==> run_1/layer_met1.png <==
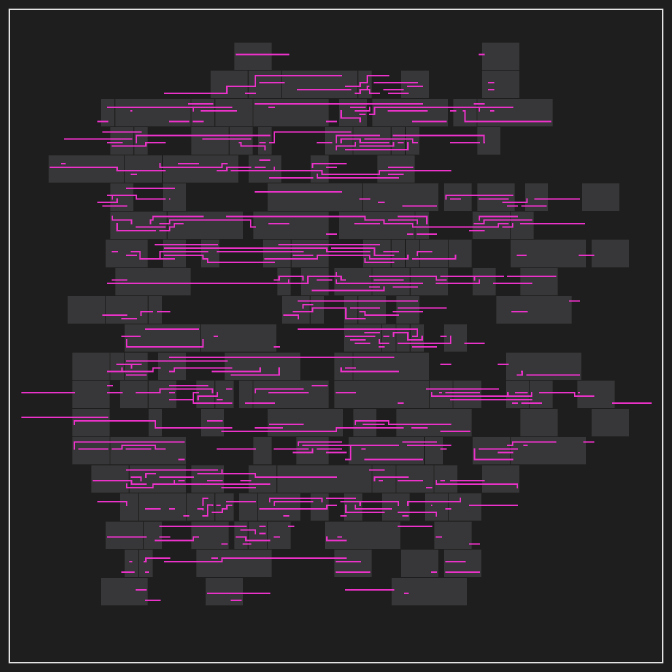
==> run_1/layer_met2.png <==
The bar under the picture is 20 µm long.
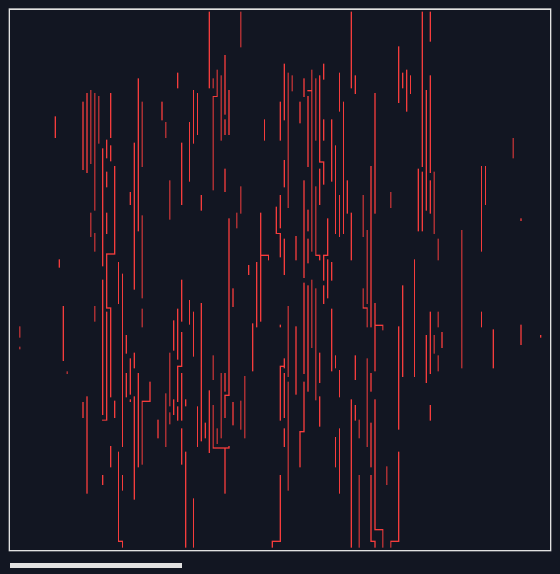
==> run_1/layer_met3.png <==
The bar under the picture is 20 µm long.
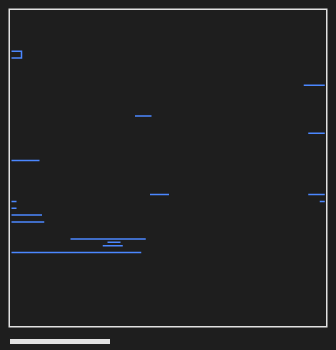
[src/rtl/shift_deser_pkg.sv]
// rtl/shift_deser_pkg.sv - shared types and constants for the serial deserializer
package shift_deser_pkg;

    localparam int DEFAULT_WIDTH = 8;

    localparam logic DIR_MSB_FIRST = 1'b0;
    localparam logic DIR_LSB_FIRST = 1'b1;

    typedef enum logic {
        IDLE  = 1'b0,
        SHIFT = 1'b1
    } state_t;

endpackage

[src/rtl/deser_shift_core.sv]
// rtl/deser_shift_core.sv - bidirectional insert-at-end shift register for frame assembly
module deser_shift_core
    import shift_deser_pkg::*;
#(
    parameter int WIDTH = DEFAULT_WIDTH
) (
    input  logic             clk,
    input  logic             clr,
    input  logic             insert,
    input  logic             restart,
    input  logic             dir,
    input  logic             sdi,
    output logic [WIDTH-1:0] value,
    output logic [WIDTH-1:0] next_value
);

    logic [WIDTH-1:0] base;

    // Next contents: a restart discards the old bits so the new bit becomes bit 1 of a frame
    always_comb begin
        base = restart ? '0 : value;
        if (dir == DIR_LSB_FIRST) begin
            next_value = {sdi, base[WIDTH-1:1]};
        end else begin
            next_value = {base[WIDTH-2:0], sdi};
        end
    end

    // Register update on every accepted bit
    always_ff @(posedge clk) begin
        if (clr) begin
            value <= '0;
        end else if (insert || restart) begin
            value <= next_value;
        end
    end

endmodule

[src/rtl/shift_deser8.sv]
// rtl/shift_deser8.sv - serial-to-parallel frame receiver with double-buffered valid/ready output
module shift_deser8
    import shift_deser_pkg::*;
#(
    parameter int WIDTH = DEFAULT_WIDTH,
    parameter int CW    = $clog2(WIDTH + 1)
) (
    input  logic             clk,
    input  logic             CLR,
    input  logic             SDI,
    input  logic             SEN,
    input  logic             FS,
    input  logic             DIR,
    input  logic             ERRCLR,
    output logic [WIDTH-1:0] Q,
    output logic             QV,
    input  logic             QR,
    output logic [CW-1:0]    CNT,
    output logic             BUSY,
    output logic             OVR,
    output logic             FERR
);

    state_t           state;
    state_t           state_nxt;
    logic             dir_q;
    logic             restart;
    logic             insert;
    logic             last_bit;
    logic             ferr_set;
    logic             ovr_set;
    logic             core_dir;
    logic [WIDTH-1:0] shreg;
    logic [WIDTH-1:0] word_nxt;

    // State register
    always_ff @(posedge clk) begin
        if (CLR) begin
            state <= IDLE;
        end else begin
            state <= state_nxt;
        end
    end

    // Next state: a frame sync always (re)starts a frame, the final bit returns to idle
    always_comb begin
        state_nxt = state;
        case (state)
            IDLE: begin
                if (restart) state_nxt = SHIFT;
            end
            SHIFT: begin
                if (restart)       state_nxt = SHIFT;
                else if (last_bit) state_nxt = IDLE;
            end
            default: state_nxt = IDLE;
        endcase
    end

    // Decoded strobes for the datapath and status
    always_comb begin
        BUSY     = (state == SHIFT);
        restart  = SEN && FS;
        insert   = SEN && !FS && (state == SHIFT);
        last_bit = insert && (CNT == CW'(WIDTH - 1));
        ferr_set = SEN && FS && (state == SHIFT) && (CNT != '0);
        ovr_set  = last_bit && QV && !QR;
    end

    // The frame-sync bit uses the live DIR; every later bit follows the latched direction
    assign core_dir = restart ? DIR : dir_q;

    deser_shift_core #(
        .WIDTH(WIDTH)
    ) u_core (
        .clk       (clk),
        .clr       (CLR),
        .insert    (insert),
        .restart   (restart),
        .dir       (core_dir),
        .sdi       (SDI),
        .value     (shreg),
        .next_value(word_nxt)
    );

    // Bit counter and direction latch
    always_ff @(posedge clk) begin
        if (CLR) begin
            CNT   <= '0;
            dir_q <= DIR_MSB_FIRST;
        end else if (restart) begin
            CNT   <= CW'(1);
            dir_q <= DIR;
        end else if (last_bit) begin
            CNT <= '0;
        end else if (insert) begin
            CNT <= CNT + CW'(1);
        end
    end

    // Output buffer: take a completed word when the slot is free or being drained this edge
    always_ff @(posedge clk) begin
        if (CLR) begin
            Q  <= '0;
            QV <= 1'b0;
        end else if (last_bit && (!QV || QR)) begin
            Q  <= word_nxt;
            QV <= 1'b1;
        end else if (QV && QR) begin
            QV <= 1'b0;
        end
    end

    // Sticky error flags; a new error on the clearing edge wins
    always_ff @(posedge clk) begin
        if (CLR) begin
            OVR  <= 1'b0;
            FERR <= 1'b0;
        end else begin
            OVR  <= ovr_set  | (OVR  & ~ERRCLR);
            FERR <= ferr_set | (FERR & ~ERRCLR);
        end
    end

endmodule

[config.mk]
export PLATFORM = sky130hd
export DESIGN_NAME = shift_deser8
export DESIGN_NICKNAME = d
export VERILOG_FILES = /design/src/rtl/shift_deser_pkg.sv /design/src/rtl/deser_shift_core.sv /design/src/rtl/shift_deser8.sv
export SDC_FILE = /design/constraint.sdc
export NUM_CORES = 1
export LEC_CHECK = 0
export ABC_AREA = 0
export CELL_PAD_IN_SITES_DETAIL_PLACEMENT = 0
export CELL_PAD_IN_SITES_GLOBAL_PLACEMENT = 1
export CORE_MARGIN = 3
export CORE_UTILIZATION = 38
export CTS_BUF_LIST = sky130_fd_sc_hd__clkbuf_16
export DETAILED_ROUTE_END_ITERATION = 7
export MAX_ROUTING_LAYER = met4
export PLACE_DENSITY = 0.76
export REMOVE_ABC_BUFFERS = 1
export SYNTH_ARGS = -nofsm -noshare
export SYNTH_HDL_FRONTEND = slang
export SYNTH_HIERARCHICAL = 1
export SYNTH_SLANG_ARGS = --single-unit
[constraint.sdc]
create_clock -name clk -period 2.05 [get_ports clk]
set_input_delay 0.5125 -clock clk [delete_from_list [all_inputs] [get_ports clk]]
set_output_delay 0.5125 -clock clk [all_outputs]
set_load 0.02 [all_outputs]
==> reports/results.ini, run 1 <==
[layout]
nFillCells = 285
reg_top3 = Q x8, u_core/value x8, CNT x4
inverters = 5
register_area_um2 = 500
fin_cells = 202
layout.nets = 169
fin_area_um2 = 1630
comb_share_pct = 40.7
flop-count = 25
antennaDiodeCount = 0

[yosys]
xor_share_pct = 0
async_reset_ff_share_pct = 0
synthesis.area_um2 = 1230
ys_types = 34
muxShareOfSynthArea_pct = 13.1
ys_sh_adder_pct = 2.03
synth.cellmix.compoundShare_pct = 10.9
ys.flops = 25
yosys-top-cells-count = dfxtp_1, nand2b_1, mux2i_1, nor2_1, a211oi_1
synth-edff-count = 0
yosys-stat-area_um2 = 1230
top_cells_by_area = dfxtp_1, mux2i_1, nand2b_1

[critical_path]
r2r_cells = 5
crit_start = BUSY
crit_end = BUSY
cp.arrival_ns = 1.36
reg2reg_slack_ns = 0.50
path_cells = clkdlybuf4s50_1
startpoint_type = register

[clock_tree]
clk-insertion-delay-late_ns = 0.26
ctsRootBufferMaster = clkbuf_16
ctsResizeCount = 0
path_clk_slew_ns = 0.06
clkSinkCount = 25
cts_setup_buffers = 0
cts_buffers = 3

[global_routing]
grt_antenna_before_repair = 0
grt_max_degree = 15
grt-busiest-layer = met2
gr-total-overflow = 0
grt_pass1_wl_um = 4660
met2_usage_pct = 25.4

[floorplan]
io_pins = 24
fp_util_pct = 40.0
die_w_um = 63.0
die_h_um = 63.0
coreArea_um2 = 3080
dieArea_um2 = 3960
tap_cells = 44

[power]
ir_worst_vdd_uv = 312
p_int_uw = 819
sequentialPowerShare_pct = 48.0
clock_power_uw = 432
p_seq_uw = 505
p_sw_share_pct = 22.1
p_comb_share_pct = 10.9
largestPowerGroup = sequential cells

[detailed_routing]
top_layer_used = met4
drcViolationCount = 0
wl_met3_um = 86
avgViaCountPerCell = 4.94
drt_iter0_drc = 40
first_pass_iters = 4

[final_timing]
fin_ws_ns = 0.178
finalSetupViolCount = 0
rsz0062_at_grt = false
clock-skew-final_ns = 0.00251
tightest_slew_ns = 0.376
max_freq_ghz = 0.534
finalHoldViolCount = 0

[placed_design]
dp_cells = 198
pre_cts_ws_ns = -0.0857
place_area_um2 = 1550

[job]
maxCapViolations = 0
warnings = 26

[status]
outcome = completed

-- layer_met1.png (at the start) --
nets with wire on the layer: 152
longest straight run: 21.6 µm
wire length on this layer: 1230 µm
share of all routed wire: 46%
main direction: horizontal
vias: 997
final wirelength: 2660 µm
grt met1 use: 17.7%

-- layer_met2.png (at the start) --
nets with wire on the layer: 146
main direction: vertical

-- layer_met3.png (at the start) --
share of all routed wire: 3.3%
main direction: horizontal
longest straight run: 25.5 µm
met3 Use GR: 2.16%

## run 1: cell families after synthesis
| group | Yosys count |
|---|---|
| AOI/OAI and AO/OA | 18 |
| adders and majority gates | 2 |
| buffers and inverters | 12 |
| DFF | 25 |
| muxes | 16 |
| and+or+nand+nor | 57 |
## run 1: worst min-delay path by stage
stage	startpoint	to	slack, ns	cells past startpoint
3_5_place_dp	Q[6]	Q[6]	0.47	2
2_1_floorplan	u_core/value[6]	u_core/value[6]	0.48	2
6_report	Q[5]	Q[5]	0.47	2
5_1_grt	Q[0]	Q[0]	0.51	2
3_3_place_gp	Q[2]	Q[2]	0.46	2
4_1_cts	Q[0]	Q[0]	0.48	2
==> run_1/metal_density.png <==
The bar under the picture is 20 µm long. 13 x 13 tiles, from dark purple (low) to yellow (high), scaled to the fullest tile. Values are wire area over tile area, all layers added.
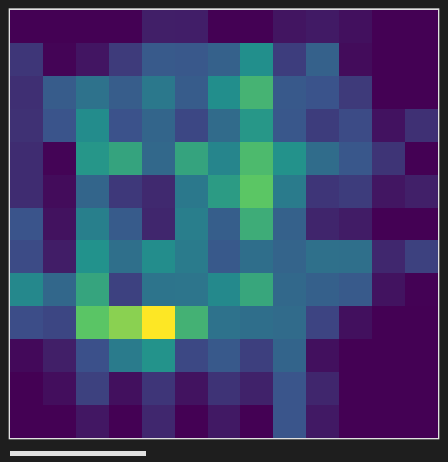

==> inputs of run 2 (changes only) <==
--- a/config.mk
+++ b/config.mk
@@ -11,6 +11,7 @@
 export CORE_MARGIN = 3
 export CORE_UTILIZATION = 38
 export CTS_BUF_LIST = sky130_fd_sc_hd__clkbuf_16
+export CTS_CLUSTER_DIAMETER = 30
 export DETAILED_ROUTE_END_ITERATION = 7
 export MAX_ROUTING_LAYER = met4
 export PLACE_DENSITY = 0.76
==> constraint.sdc (replaced) <==
create_clock -name clk -period 1.8 [get_ports clk]
set_input_delay 0.45 -clock clk [delete_from_list [all_inputs] [get_ports clk]]
set_output_delay 0.45 -clock clk [all_outputs]
set_load 0.02 [all_outputs]
==> run_2/metal_density.png <==
The bar under the picture is 20 µm long. 13 x 13 tiles, from dark purple (low) to yellow (high), scaled to the fullest tile. Values are wire area over tile area, all layers added.
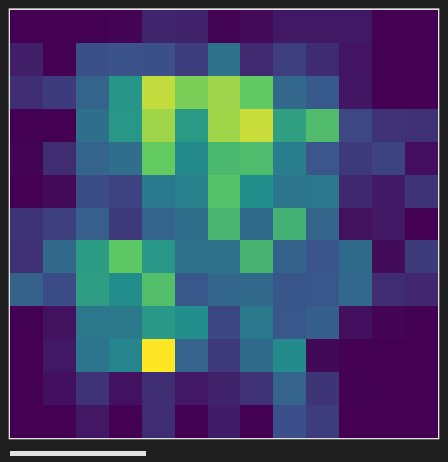
tiles over half the peak: 15%
mean over tiles: 0.10
nearly empty tiles: 21%
emptiest ninth of the die: bottom right
fullest tile: 0.40
final wirelength: 2590 µm
GR Util All Layers: 14.7%

==> reports/results.ini, run 2 <==
[status]
outcome = completed

[final_timing]
drv_slew = 0
clock-skew-final_ns = 0.00329
fin_ws_ns = 0.0816
tightest_slew_ns = 0.386
finalHoldViolCount = 0
rsz0062_at_grt = false
finalSetupViolCount = 0
slew_headroom_pct = 74.3
max_freq_ghz = 0.582

[critical_path]
path_cells = clkdlybuf4s50_1
startpoint_type = register
cp.arrival_ns = 1.27
slowest_delay_ns = 0.63
cp_top_family = buffers and inverters
critPathRequiredTime_ns = 1.35

[clock_tree]
tritoncts = yes
cts_setup_buffers = 0
ctsResizeCount = 4
path_clk_slew_ns = 0.06
cts_buffers = 3
clk-insertion-delay-late_ns = 0.26
clkSinkCount = 25
ctsRootBufferMaster = clkbuf_16

[layout]
fin_area_um2 = 1710
lay_top_count = dfxtp_1
postLayoutCoreUtil_pct = 55.4
fin_cells = 210
drive_above_1_share_pct = 19.9
layout.nets = 177
reg_top3 = Q x8, u_core/value x8, CNT x4
antennaDiodeCount = 0

[global_routing]
met3_usage_pct = 2.16
grt-busiest-layer = met2
grt_use_met1_pct = 19.0
met2_usage_pct = 23.8
grt_max_degree = 14
gr-total-overflow = 0
grt_antenna_before_repair = 0
grt_pass1_wl_um = 4610

[yosys]
ys_cells = 130
xor_share_pct = 0
synthesis.area_um2 = 1230
yosys-top-cells-count = dfxtp_1, nand2b_1, mux2i_1, nor2_1, a211oi_1
yosys.cell_count.top_type = dfxtp_1
top_area_share_pct = 40.6
async_reset_ff_share_pct = 0
ff_type = dfxtp_1
top_cells_by_area = dfxtp_1, mux2i_1, nand2b_1
ys_types = 34
ys.flops = 25
synth-edff-count = 0
muxShareOfSynthArea_pct = 13.1
synth.cellmix.compoundShare_pct = 10.9
ys_sh_adder_pct = 2.03
synth_warnings = 6
yosys-stat-area_um2 = 1230

[power]
p_seq_uw = 573
p_int_uw = 937
p_sw_share_pct = 22.1
clock_power_uw = 488
powerDensity_nw_per_um2 = 705
ir_worst_vdd_uv = 330
largestPowerGroup = sequential cells
p_comb_share_pct = 11.8
sequentialPowerShare_pct = 47.7

[floorplan]
fp_util_pct = 40.0
io_pins = 24
coreArea_um2 = 3080
die_h_um = 63.0
dieArea_um2 = 3960
die_w_um = 63.0

[job]
maxCapViolations = 0
warnings = 26

[detailed_routing]
drt_iter0_drc = 26
wl_met3_um = 65
routedWlPerCell_um = 12.3
avgViaCountPerCell = 4.74
first_pass_iters = 4
top_layer_used = met4
drcViolationCount = 0

[placed_design]
dp_cells = 206
pre_cts_ws_ns = -0.285
dp_hpwl_um = 1970
place_area_um2 = 1600

==> run_2/layer_met3.png <==
The bar under the picture is 20 µm long.
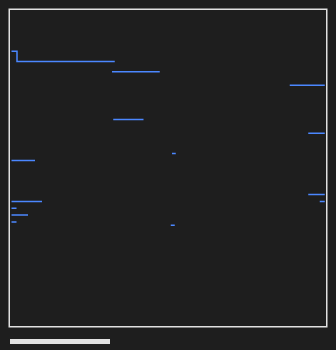
main direction: horizontal
longest straight run: 19.3 µm
nets with wire on the layer: 12
vias: 995

## run 2: layout make-up
cell class                 count  area [µm²]
sequential                    25         500
clock inverter                 1        3.75
multi-input combinational     93         681
inverter                       5        18.8
clock buffer                   3        75.1
fill                         283        1370
timing repair buffer          39         373
tap                           44        55.1
## run 2: cell families (layout without fill, tap and decap cells)
kind of cell | Yosys count | count (layout)
muxes | 16 | 16
and+or+nand+nor | 57 | 57
adders and majority gates | 2 | 2
AOI/OAI and AO/OA | 18 | 18
DFF | 25 | 25
buffers and inverters | 12 | 48
## run 2: final timing paths
path	from	endpoint	slack [ns]	cells past startpoint
min reg2reg	Q[2]	Q[2]	0.47	2
max reg2reg	CNT[0]	Q[1]	0.26	5
min	Q[2]	Q[2]	0.47	2
max	CNT[1]	CNT[1]	0.08	1
